### src/rtl/binary_search_if.sv
// Handshake bundle between the search controller (master) and the requester/comparator side (slave).
interface binary_search_if #(
  parameter int unsigned N = 8
) ();
  logic         i_start;
  logic         i_abort;
  logic         i_greater;
  logic         i_equal;
  logic         i_less;
  logic [N-1:0] o_probe;
  logic         o_busy;
  logic         o_done;
  logic [N-1:0] o_result;
  logic         o_exact;

  modport master (
    input  i_start, i_abort, i_greater, i_equal, i_less,
    output o_probe, o_busy, o_done, o_result, o_exact
  );

  modport slave (
    output i_start, i_abort, i_greater, i_equal, i_less,
    input  o_probe, o_busy, o_done, o_result, o_exact
  );
endinterface

### src/rtl/binary_search.sv
// Successive-approximation search controller: finds an unknown value through a magnitude
// comparator by testing one bit per cycle, MSB first.
module binary_search #(
  parameter int unsigned N = 8
) (
  input  logic           i_clock,
  input  logic           i_reset_n,
  binary_search_if.master bus
);
  localparam int unsigned IW = (N > 1) ? $clog2(N) : 1;

  typedef enum logic [1:0] {StIdle, StSearch, StVerify, StDone} state_e;

  state_e         r_state;
  logic [IW-1:0]  r_idx;
  logic [N-1:0]   r_kept;
  logic [N-1:0]   r_probe;
  logic [N-1:0]   r_result;
  logic           r_exact;

  logic [IW-1:0]  w_idx_nxt;
  logic [N-1:0]   w_kept_nxt;
  logic [N-1:0]   w_probe_nxt;

  // Anything that is neither equal nor greater counts as less: the bit under test is dropped.
  always_comb begin
    w_idx_nxt   = r_idx - IW'(1);
    w_kept_nxt  = bus.i_greater ? r_probe : r_kept;
    w_probe_nxt = w_kept_nxt | (N'(1) << w_idx_nxt);
  end

  always_ff @(posedge i_clock or negedge i_reset_n) begin
    if (!i_reset_n) begin
      r_state  <= StIdle;
      r_idx    <= '0;
      r_kept   <= '0;
      r_probe  <= '0;
      r_result <= '0;
      r_exact  <= 1'b0;
    end else begin
      unique case (r_state)
        StIdle: begin
          r_probe <= '0;
          if (bus.i_start) begin
            r_kept   <= '0;
            r_result <= '0;
            r_exact  <= 1'b0;
            r_idx    <= IW'(N - 1);
            r_probe  <= {1'b1, {(N-1){1'b0}}};
            r_state  <= StSearch;
          end
        end
        StSearch: begin
          if (bus.i_abort) begin
            r_probe <= '0;
            r_state <= StIdle;
          end else if (bus.i_equal) begin
            r_result <= r_probe;
            r_exact  <= 1'b1;
            r_probe  <= '0;
            r_state  <= StDone;
          end else begin
            r_kept <= w_kept_nxt;
            if (r_idx != '0) begin
              r_idx   <= w_idx_nxt;
              r_probe <= w_probe_nxt;
            end else begin
              r_probe <= '0;
              r_state <= StVerify;
            end
          end
        end
        StVerify: begin
          // Zero is the only target SEARCH can never hit exactly, so it is probed here.
          if (bus.i_abort) begin
            r_state <= StIdle;
          end else begin
            r_result <= r_kept;
            r_exact  <= bus.i_equal;
            r_state  <= StDone;
          end
        end
        StDone: begin
          r_probe <= '0;
          r_state <= StIdle;
        end
        default: begin
          r_probe <= '0;
          r_state <= StIdle;
        end
      endcase
    end
  end

  assign bus.o_probe  = r_probe;
  assign bus.o_busy   = (r_state == StSearch) || (r_state == StVerify);
  assign bus.o_done   = (r_state == StDone);
  assign bus.o_result = r_result;
  assign bus.o_exact  = r_exact;
endmodule
### src/flat_wrapper.sv
// flat-port wrapper written by rule: the top's interface ports become plain ports
module binary_search_flat 
#(
  parameter int unsigned N = 8
)
  (i_clock, i_reset_n, bus_i_start, bus_i_abort, bus_i_greater, bus_i_equal, bus_i_less, bus_o_probe, bus_o_busy, bus_o_done, bus_o_result, bus_o_exact);
  binary_search_if #(.N(N)) bus_i ();
  input  logic i_clock;
  input  logic i_reset_n;
  input wire logic [$bits(bus_i.i_start)-1:0] bus_i_start;
  input wire logic [$bits(bus_i.i_abort)-1:0] bus_i_abort;
  input wire logic [$bits(bus_i.i_greater)-1:0] bus_i_greater;
  input wire logic [$bits(bus_i.i_equal)-1:0] bus_i_equal;
  input wire logic [$bits(bus_i.i_less)-1:0] bus_i_less;
  output wire logic [$bits(bus_i.o_probe)-1:0] bus_o_probe;
  output wire logic [$bits(bus_i.o_busy)-1:0] bus_o_busy;
  output wire logic [$bits(bus_i.o_done)-1:0] bus_o_done;
  output wire logic [$bits(bus_i.o_result)-1:0] bus_o_result;
  output wire logic [$bits(bus_i.o_exact)-1:0] bus_o_exact;
  assign bus_i.i_start = bus_i_start;
  assign bus_i.i_abort = bus_i_abort;
  assign bus_i.i_greater = bus_i_greater;
  assign bus_i.i_equal = bus_i_equal;
  assign bus_i.i_less = bus_i_less;
  assign bus_o_probe = bus_i.o_probe;
  assign bus_o_busy = bus_i.o_busy;
  assign bus_o_done = bus_i.o_done;
  assign bus_o_result = bus_i.o_result;
  assign bus_o_exact = bus_i.o_exact;
  binary_search #(.N(N)) u_core (.i_clock(i_clock), .i_reset_n(i_reset_n), .bus(bus_i));
endmodule
### config.mk
export PLATFORM = sky130hd
export DESIGN_NAME = binary_search_flat
export DESIGN_NICKNAME = d
export VERILOG_FILES = /design/src/rtl/binary_search_if.sv /design/src/rtl/binary_search.sv /design/src/flat_wrapper.sv
export SDC_FILE = /design/constraint.sdc
export NUM_CORES = 1
export LEC_CHECK = 0
export ABC_AREA = 1
export CORE_ASPECT_RATIO = 1.1
export CORE_MARGIN = 2
export CORE_UTILIZATION = 51
export CTS_BUF_LIST = sky130_fd_sc_hd__clkbuf_2
export CTS_CLUSTER_SIZE = 25
export DETAILED_ROUTE_END_ITERATION = 16
export GPL_TIMING_DRIVEN = 0
export PLACE_DENSITY = 0.8
export SYNTH_ARGS = -nofsm -noshare
export SYNTH_HDL_FRONTEND = slang
export SYNTH_SLANG_ARGS = --single-unit
### constraint.sdc
create_clock -name i_clock -period 3.3 [get_ports i_clock]
set_input_delay 0.66 -clock i_clock [delete_from_list [all_inputs] [get_ports i_clock]]
set_output_delay 0.66 -clock i_clock [all_outputs]
set_load 0.02 [all_outputs]
==> results.toml <==
# implementation run metrics
[run_status]
run_status = "completed"

[global_route]
antenna_found_initial = 0
grtUsageMet1 = 0.283
grt_first_pass_wirelength_um = 6890
vias_in_the_first_global_route = 1555
gr-usage-met3 = 0.0602

[flow_run]
warnings = 36
cap_violations = 0

[worst_setup_path]
cpLargestDelayFamily = "buffers and inverters"
arrival_ns = 1.85
critical_path.max_stage_delay_ns = 0.61
reg2reg_setup_slack_ns = 1.74
critical_path.endpoint_type = "output pin"
slowest_stage_cell_cp = "sky130_fd_sc_hd__clkdlybuf4s50_1"
cp-start-kind = "register"
r2r_end = "u_core.r_kept[0]$_DFFE_PN0P_"

[synth]
yosys_warning_tally = 0
synth.cell_area_um2 = 1840
postSynthCellCount = 259
number_of_enable_type_register_cells_in_the_synthesized_netlist = 0
synth_largest_type_area_fraction = 0.408
fp_nets = 277
post_synth.cell_area_avg_um2 = 7.10
most_common_cell = "sky130_fd_sc_hd__nand2_1"
seq_area_frac_synth = 0.408
yosys-stat-area_um2 = 1840
cell_type_with_the_largest_total_area_after_synthesis = "sky130_fd_sc_hd__dfrtp_1"
async_flop_share = 1.00
post_synth_mux_area_share = 0
post_synth_xor_xnor_area = 0

[hold_path]
hold_class = "in -> async"

[finish]
insertedDiodeCount = 0
clock_area_frac = 0.0178
nonClkBufAreaFrac = 0.125
areaGrowthSynthToFinish_pct = 18.2
final_cell_mix = "132 x sky130_fd_sc_hd__nand2_1, 30 x sky130_fd_sc_hd__dfrtp_1, 23 x sky130_fd_sc_hd__clkdlybuf4s50_1, 19 x sky130_fd_sc_hd__inv_1, 16 x sky130_fd_sc_hd__o21ai_1"
n_clock_buffer = 6
layout.cells.largest_class = "multi-input combinational cells"
mostFrequentLayoutCell = "sky130_fd_sc_hd__nand2_1"
regArea_um2 = 751
layout.comb_gates.multi_input = 201

[sta]
max_slew.worst_pin.slew_ns = 0.647
worst_hold_slack_ns = 0.287
hold_violations = 0
tns_ns = 0
slew_headroom = 0.569
timing.clock.skew_ns = 0.0120
timing.final.ws_setup_ns = 0.794
setup_violations = 0

[power]
switching_power_uw = 950
total_leakage_power_uw = 0.00116
seq_power_uw = 584
power_share_of_the_clock_group = 0.098
post_layout_power_uw = 1860
vdd_drop_max_mv = 0.444
fraction_of_power_consumed_by_combinational_cells = 0.587
power_density_nw_per_um2 = 855

[place]
placement.setup.worst_slack_ns = 1.03
placed_cells = 331
place_congestion = 0.892
place_area_um2 = 2140
dp_hpwl_um = 2920

[routing]
vias = 1664
post-route-drc-count = 0
detail_route.wl_per_cell_um = 11.7
routedLengthMet1_um = 1800
firstDrtPassIters = 4
top_layer_used = "met4"

[die]
row_count = 22
dieArea_um2 = 4100
die_x_extent_um = 61.3
die_height_um = 67.0

[clock_network]
count_of_hold_fix_buffers_inserted_at_cts = 0
path_clk_slew_ns = 0.16
worst_skew_pair.late_latency_ns = 0.37
clk_root_buffer_cell = "sky130_fd_sc_hd__clkbuf_2"
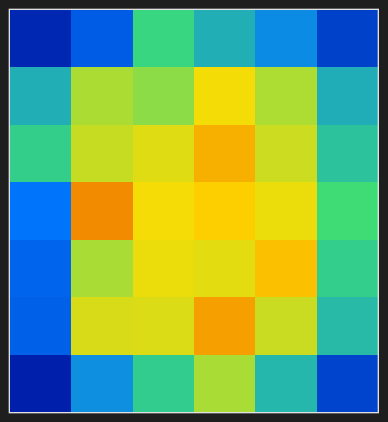
(cell area per tile)
Drawn at 6 px/um. 6 x 7 tiles, from dark blue (low) to red (high), 0 to 100% covered.
fullest tile = 84%
densest ninth of the die = centre
mean over tiles = 52%
tiles over 75% full = 12%
fraction of the core area covered by cells at the end of the flow: 0.642
floorplan utilization: 0.543
placeable core region: 3390 um2

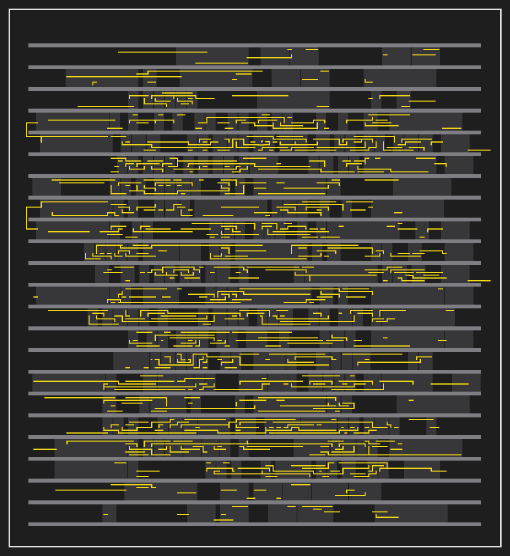
(the metal 1 layer)
Drawn at 8 px/um. Supply wires on this layer in grey. Cells faint in the background.
share of all routed wire = 45%
longest straight run = 22.5 um
main direction = horizontal
nets with wire on the layer = 273

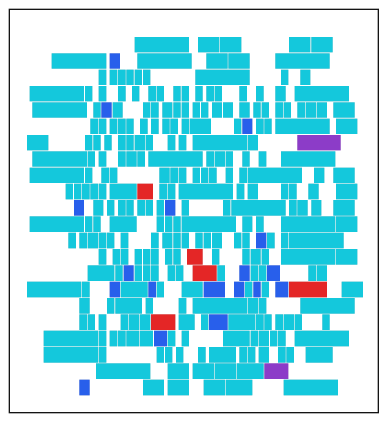
(drive-strength map)
Drawn at 6 px/um.
_0 and _1 cells -> cyan  # cells 266, share 91%
_6 and larger -> purple  # cells 2, share 0.69%
_3 and _4 cells -> red  # cells 5, share 1.7%
_2 cells -> blue  # cells 18, share 6.2%

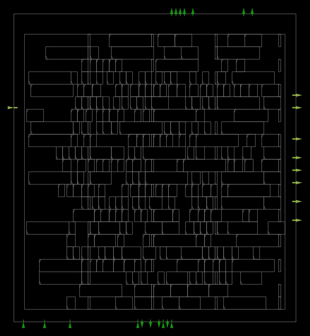
(placement view)
count of flip-flops and latches: 30
tally of filler cells in the layout: 309
sequential share of cell area: 0.345
count of non-filler cells in the finished layout: 339
inserted tap cell count: 48

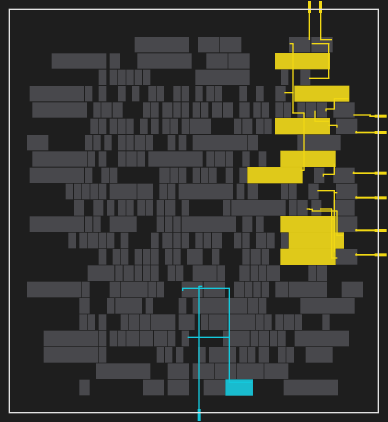
(wires at chosen ports, followed through buffers)
Drawn at 6 px/um.
bus_o_result -> yellow  # bits 8, direction output, end cells 8, buffers 8, wire 119 um
bus_o_done -> cyan  # bits 1, direction output, end cells 1, buffers 1, wire 55.4 um

